[src/rtl/bldc_cmd_sequencer.sv]
// rtl/bldc_cmd_sequencer.sv - four-motor BLDC command sequencer
// Applies UART mode bytes with reversal deadtime, hall stall and fault masking.
module bldc_cmd_sequencer #(
  parameter int DEADTIME      = 16,
  parameter int STALL_TIMEOUT = 1024
) (
  input  logic       clk,
  input  logic       rst,
  input  logic [7:0] rx_data,
  input  logic       rx_valid,
  input  logic [2:0] HS1,
  input  logic [2:0] HS2,
  input  logic [2:0] HS3,
  input  logic [2:0] HS4,
  output logic [7:0] cmd_out,
  output logic       busy,
  output logic [3:0] stall,
  output logic [3:0] hall_fault
);

  localparam logic [7:0]  DT = 8'(DEADTIME);
  localparam logic [15:0] ST = 16'(STALL_TIMEOUT);

  typedef enum logic [1:0] {IDLE, DEAD, APPLY} state_t;

  state_t     state, state_nxt;
  logic [7:0] cur_cmd, cur_cmd_nxt;
  logic [7:0] new_cmd, new_cmd_nxt;
  logic [7:0] inter_cmd, inter_cmd_nxt;
  logic [7:0] pend_data, pend_data_nxt;
  logic       pend_valid, pend_valid_nxt;
  logic [7:0] dead_cnt, dead_cnt_nxt;
  logic       cur_load;
  logic [7:0] take_cmd, rev_zero;
  logic       any_rev;
  logic [7:0] disp, cmd_out_nxt;

  logic [3:0][2:0]  hs_in, hs_s1, hs_s2, hs_prev;
  logic [3:0][15:0] stall_cnt, stall_cnt_nxt;
  logic [3:0]       stall_nxt, hf_nxt, driven, hall_edge, mode_chg, out_mask;

  assign hs_in = {HS4, HS3, HS2, HS1};
  assign busy  = (state != IDLE) || pend_valid;

  // A pending byte always has priority over a byte arriving in the same cycle.
  always_comb begin
    take_cmd = pend_valid ? pend_data : rx_data;
    rev_zero = take_cmd;
    any_rev  = 1'b0;
    for (int i = 0; i < 4; i++) begin
      if ((cur_cmd[2*i +: 2] == 2'b01 && take_cmd[2*i +: 2] == 2'b10) ||
          (cur_cmd[2*i +: 2] == 2'b10 && take_cmd[2*i +: 2] == 2'b01)) begin
        rev_zero[2*i +: 2] = 2'b00;
        any_rev            = 1'b1;
      end
    end
  end

  always_comb begin
    state_nxt      = state;
    cur_cmd_nxt    = cur_cmd;
    new_cmd_nxt    = new_cmd;
    inter_cmd_nxt  = inter_cmd;
    pend_valid_nxt = pend_valid;
    pend_data_nxt  = pend_data;
    dead_cnt_nxt   = dead_cnt;
    cur_load       = 1'b0;
    case (state)
      IDLE: begin
        if (pend_valid || rx_valid) begin
          if (pend_valid) begin
            pend_valid_nxt = rx_valid;
            pend_data_nxt  = rx_data;
          end
          if (any_rev) begin
            new_cmd_nxt   = take_cmd;
            inter_cmd_nxt = rev_zero;
            dead_cnt_nxt  = DT;
            state_nxt     = DEAD;
          end else begin
            cur_cmd_nxt = take_cmd;
            cur_load    = 1'b1;
          end
        end
      end
      DEAD: begin
        dead_cnt_nxt = dead_cnt - 8'd1;
        if (dead_cnt == 8'd1) begin
          state_nxt   = APPLY;
          cur_cmd_nxt = new_cmd;
          cur_load    = 1'b1;
        end
      end
      APPLY:   state_nxt = IDLE;
      default: state_nxt = IDLE;
    endcase
    if (state != IDLE && rx_valid) begin
      pend_valid_nxt = 1'b1;
      pend_data_nxt  = rx_data;
    end
  end

  // The mask also covers the cycle a stall clears, so a stalled motor is never
  // briefly re-driven with its old mode before the new cur_cmd reaches cmd_out.
  always_comb begin
    disp          = (state == DEAD) ? inter_cmd : cur_cmd;
    cmd_out_nxt   = disp;
    stall_cnt_nxt = stall_cnt;
    stall_nxt     = stall;
    hf_nxt        = '0;
    driven        = '0;
    hall_edge     = '0;
    mode_chg      = '0;
    out_mask      = '0;
    for (int i = 0; i < 4; i++) begin
      driven[i]    = (cur_cmd[2*i +: 2] == 2'b01) || (cur_cmd[2*i +: 2] == 2'b10);
      hall_edge[i] = hs_s2[i] != hs_prev[i];
      mode_chg[i]  = cur_cmd_nxt[2*i +: 2] != cur_cmd[2*i +: 2];
      if (hall_edge[i] || !driven[i] || mode_chg[i])
        stall_cnt_nxt[i] = '0;
      else if (stall_cnt[i] != ST)
        stall_cnt_nxt[i] = stall_cnt[i] + 16'd1;
      if (cur_load && (cur_cmd_nxt[2*i +: 2] == 2'b00 || cur_cmd_nxt[2*i +: 2] == 2'b11))
        stall_nxt[i] = 1'b0;
      else
        stall_nxt[i] = stall[i] || (stall_cnt[i] == ST);
      hf_nxt[i]   = driven[i] && (hs_s2[i] == 3'b000 || hs_s2[i] == 3'b111);
      out_mask[i] = stall[i] || stall_nxt[i] || hf_nxt[i];
      if (out_mask[i])
        cmd_out_nxt[2*i +: 2] = 2'b00;
    end
  end

  always_ff @(posedge clk) begin
    if (rst) begin
      state      <= IDLE;
      cur_cmd    <= '0;
      new_cmd    <= '0;
      inter_cmd  <= '0;
      pend_valid <= 1'b0;
      pend_data  <= '0;
      dead_cnt   <= '0;
      cmd_out    <= '0;
      stall      <= '0;
      hall_fault <= '0;
      stall_cnt  <= '0;
      hs_s1      <= '0;
      hs_s2      <= '0;
      hs_prev    <= '0;
    end else begin
      state      <= state_nxt;
      cur_cmd    <= cur_cmd_nxt;
      new_cmd    <= new_cmd_nxt;
      inter_cmd  <= inter_cmd_nxt;
      pend_valid <= pend_valid_nxt;
      pend_data  <= pend_data_nxt;
      dead_cnt   <= dead_cnt_nxt;
      cmd_out    <= cmd_out_nxt;
      stall      <= stall_nxt;
      hall_fault <= hf_nxt;
      stall_cnt  <= stall_cnt_nxt;
      hs_s1      <= hs_in;
      hs_s2      <= hs_s1;
      hs_prev    <= hs_s2;
    end
  end

endmodule
[config.mk]
export PLATFORM = sky130hd
export DESIGN_NAME = bldc_cmd_sequencer
export DESIGN_NICKNAME = d
export VERILOG_FILES = /design/src/rtl/bldc_cmd_sequencer.sv
export SDC_FILE = /design/constraint.sdc
export NUM_CORES = 1
export LEC_CHECK = 0
export CORE_UTILIZATION = 54
export DETAILED_ROUTE_END_ITERATION = 6
export PLACE_DENSITY = 0.76
export SLEW_MARGIN = 20
export SYNTH_ARGS = -nofsm -noshare
export SYNTH_HDL_FRONTEND = slang
export SYNTH_SLANG_ARGS = --single-unit
[constraint.sdc]
create_clock -name clk -period 2.6 [get_ports clk]
set_input_delay 0.52 -clock clk [delete_from_list [all_inputs] [get_ports clk]]
set_output_delay 0.52 -clock clk [all_outputs]
set_load 0.02 [all_outputs]
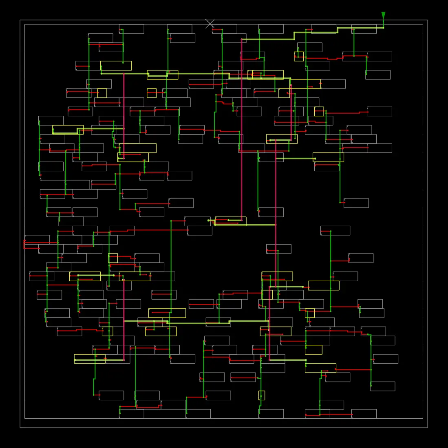
Figure 1: the clock network.
layout sequential cell count: 159
sink count of the clock tree: 159

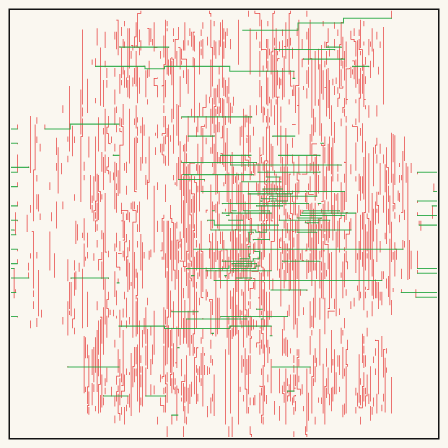
Figure 2: signal wires by layer.
Two of the layers only.
Key: met3 = green [wire length 1,050 um]; met2 = red [wire length 7,890 um]
routed wire length per instance: 14.7 um
final wirelength: 17.4 mm
via count: 6,487

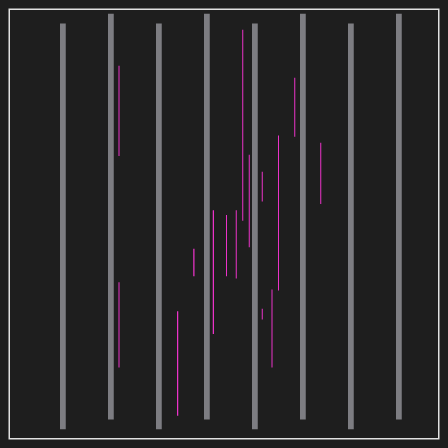
Figure 3: the metal 4 layer.
Supply wires on this layer in grey.
11 nets have wire on it. The wires run mostly vertical.

==> run notes <==
flow finished, numbers: clock transition at the register clock pins on the worst setup and hold paths after CTS 60 ps, height of the die 121 um, Site Rows 43, Comb/total area 0.451, CP max stage cell sky130_fd_sc_hd__or4_4, worst slack, placed -453 ps, synthesis-to-finish area growth 23.0%, Min-Delay Startpoint hs_s1[1], initial antenna violation count 0, nonclk buf count 113, fraction of the core area occupied by cells at floorplan 0.553, total power density per cell area 714 mW/mm^2, reg-to-reg slack, setup 6 ps, Post-Syn Area per Cell 8.56 um^2, number of H-tree branching levels 4, CP Launch Type register, most frequent logic cells in the routed design 156 x sky130_fd_sc_hd__dfxtp_1, 127 x sky130_fd_sc_hd__nor2_1, 82 x sky130_fd_sc_hd__nand2_1, setup violators final 0, count of distinct cell types in the synthesized netlist 63, Layout Nets 1,028, total DRC errors in the routed layout 2, number of endpoints with negative hold slack in the final report 0, register cell area after layout 0.00319 mm^2, Floorplan Core Area 0.0138 mm^2, # fillers 1,062, count of instantiated cells in the yosys netlist 893, Total Negative Setup Slacks 0 ps, area share, top type 0.416, top cell family by delay on the critical path simple AND/OR/NAND/NOR gates, clk_buf instances 19, dominant class by area logic gates, clock period minus final worst setup slack 2590 ps, chip area line of the yosys report 0.00765 mm^2, worst hold endpoint hs_s2[1], violated checks design-rule violations, design area 0.00940 mm^2, post-cts hold-fix buffer tally 0, cells on worst reg2reg path 9, yosys synthesis warning count 0, fraction of area in registers 0.339, top cells by count, synth 159 x sky130_fd_sc_hd__dfxtp_1, 127 x sky130_fd_sc_hd__nor2_1, 83 x sky130_fd_sc_hd__nand2_1, 52 x sky130_fd_sc_hd__xnor2_1, 44 x sky130_fd_sc_hd__nor3_1, # Taps 180, source of the worst register-to-register timing path pend_valid, outcome complete, but fails checks
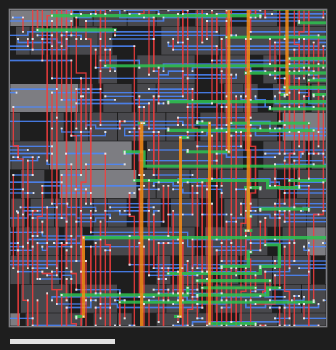
Figure 4: zoomed window.
Bar = 10 um. Region (45, 45) to (75, 75) um. Cells in grey, sequential cells in the stronger grey; small squares are vias.
Key: met4 = orange; met3 = green; met1 = blue; met2 = red
Netlist names of flops here include new_cmd (3). Sequential cells in the window: 5. Most frequent: buf_4 (13), nor2_1 (10). 91 logic cells have their middle in the window.

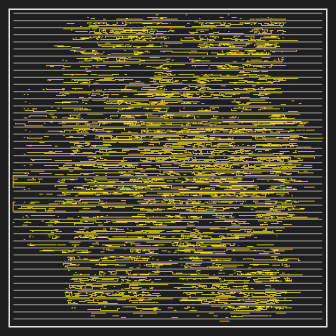
Figure 5: M1 wires.
Supply wires on this layer in grey.
The layer carries 8,070 um of wire. The layer holds 47% of the routed length. The longest straight run is 51.5 um.
fraction of met1 tracks used by global routing: 0.336

## power breakdown
group | total [mW] | internal (mW) | switching (mW)
Clock | 2.44 | 1.44 | 1.01
Sequential | 2.69 | 2.58 | 0.115
Combinational | 1.58 | 0.709 | 0.872
Total | 6.71 | 4.72 | 1.99
## worst max path at each step
stage / start / end / slack, ps / cells past startpoint
4_1_cts: pend_valid / cmd_out[0] / 20 / 9
2_1_floorplan: rx_data[2] / stall_cnt[37] / 100 / 11
5_1_grt: pend_valid / cmd_out[0] / -80 / 9
3_3_place_gp: rx_data[2] / stall[2] / -360 / 9
3_5_place_dp: rx_data[2] / stall[3] / -450 / 9
6_report: pend_valid / cmd_out[0] / 6 / 9
## sequential cells by signal, indices dropped and copies added (netlist names)
register and cells:
stall_cnt 64, hs_prev 12, hs_s1 12, hs_s2 12, cmd_out 8, cur_cmd 8
dead_cnt 8, inter_cmd 8, new_cmd 8, pend_data 8, hall_fault 4, stall 4
state 2, pend_valid 1
## cells by family (layout without fill, tap and decap cells)
| family | after synthesis | in the layout | share of synthesized area |
|---|---|---|---|
| fa+ha+maj | 18 | 18 | 0.0295 |
| buf+inv | 68 | 173 | 0.0401 |
| xor+xnor | 87 | 87 | 0.0997 |
| compound gates | 121 | 121 | 0.112 |
| flops | 159 | 159 | 0.416 |
| mux | 19 | 19 | 0.0250 |
| simple gates | 421 | 422 | 0.278 |
## what timing repair did
action	4_1_cts	5_1_grt
setup buffers	0	5
gates cloned	0	3
pin swaps	0	15
setup endpoints to repair	1	62
resized	1	24
endpoints found under the hold margin	0	0
## layer usage
layer  routed length, um  track usage  part of all wire
met2                7890        0.367              0.45
met5                   0            0                 0
met4                 345       0.0941             0.020
met1                8070        0.336              0.47
met3                1050       0.0573             0.060
Power is estimated from default activity; no workload was simulated.
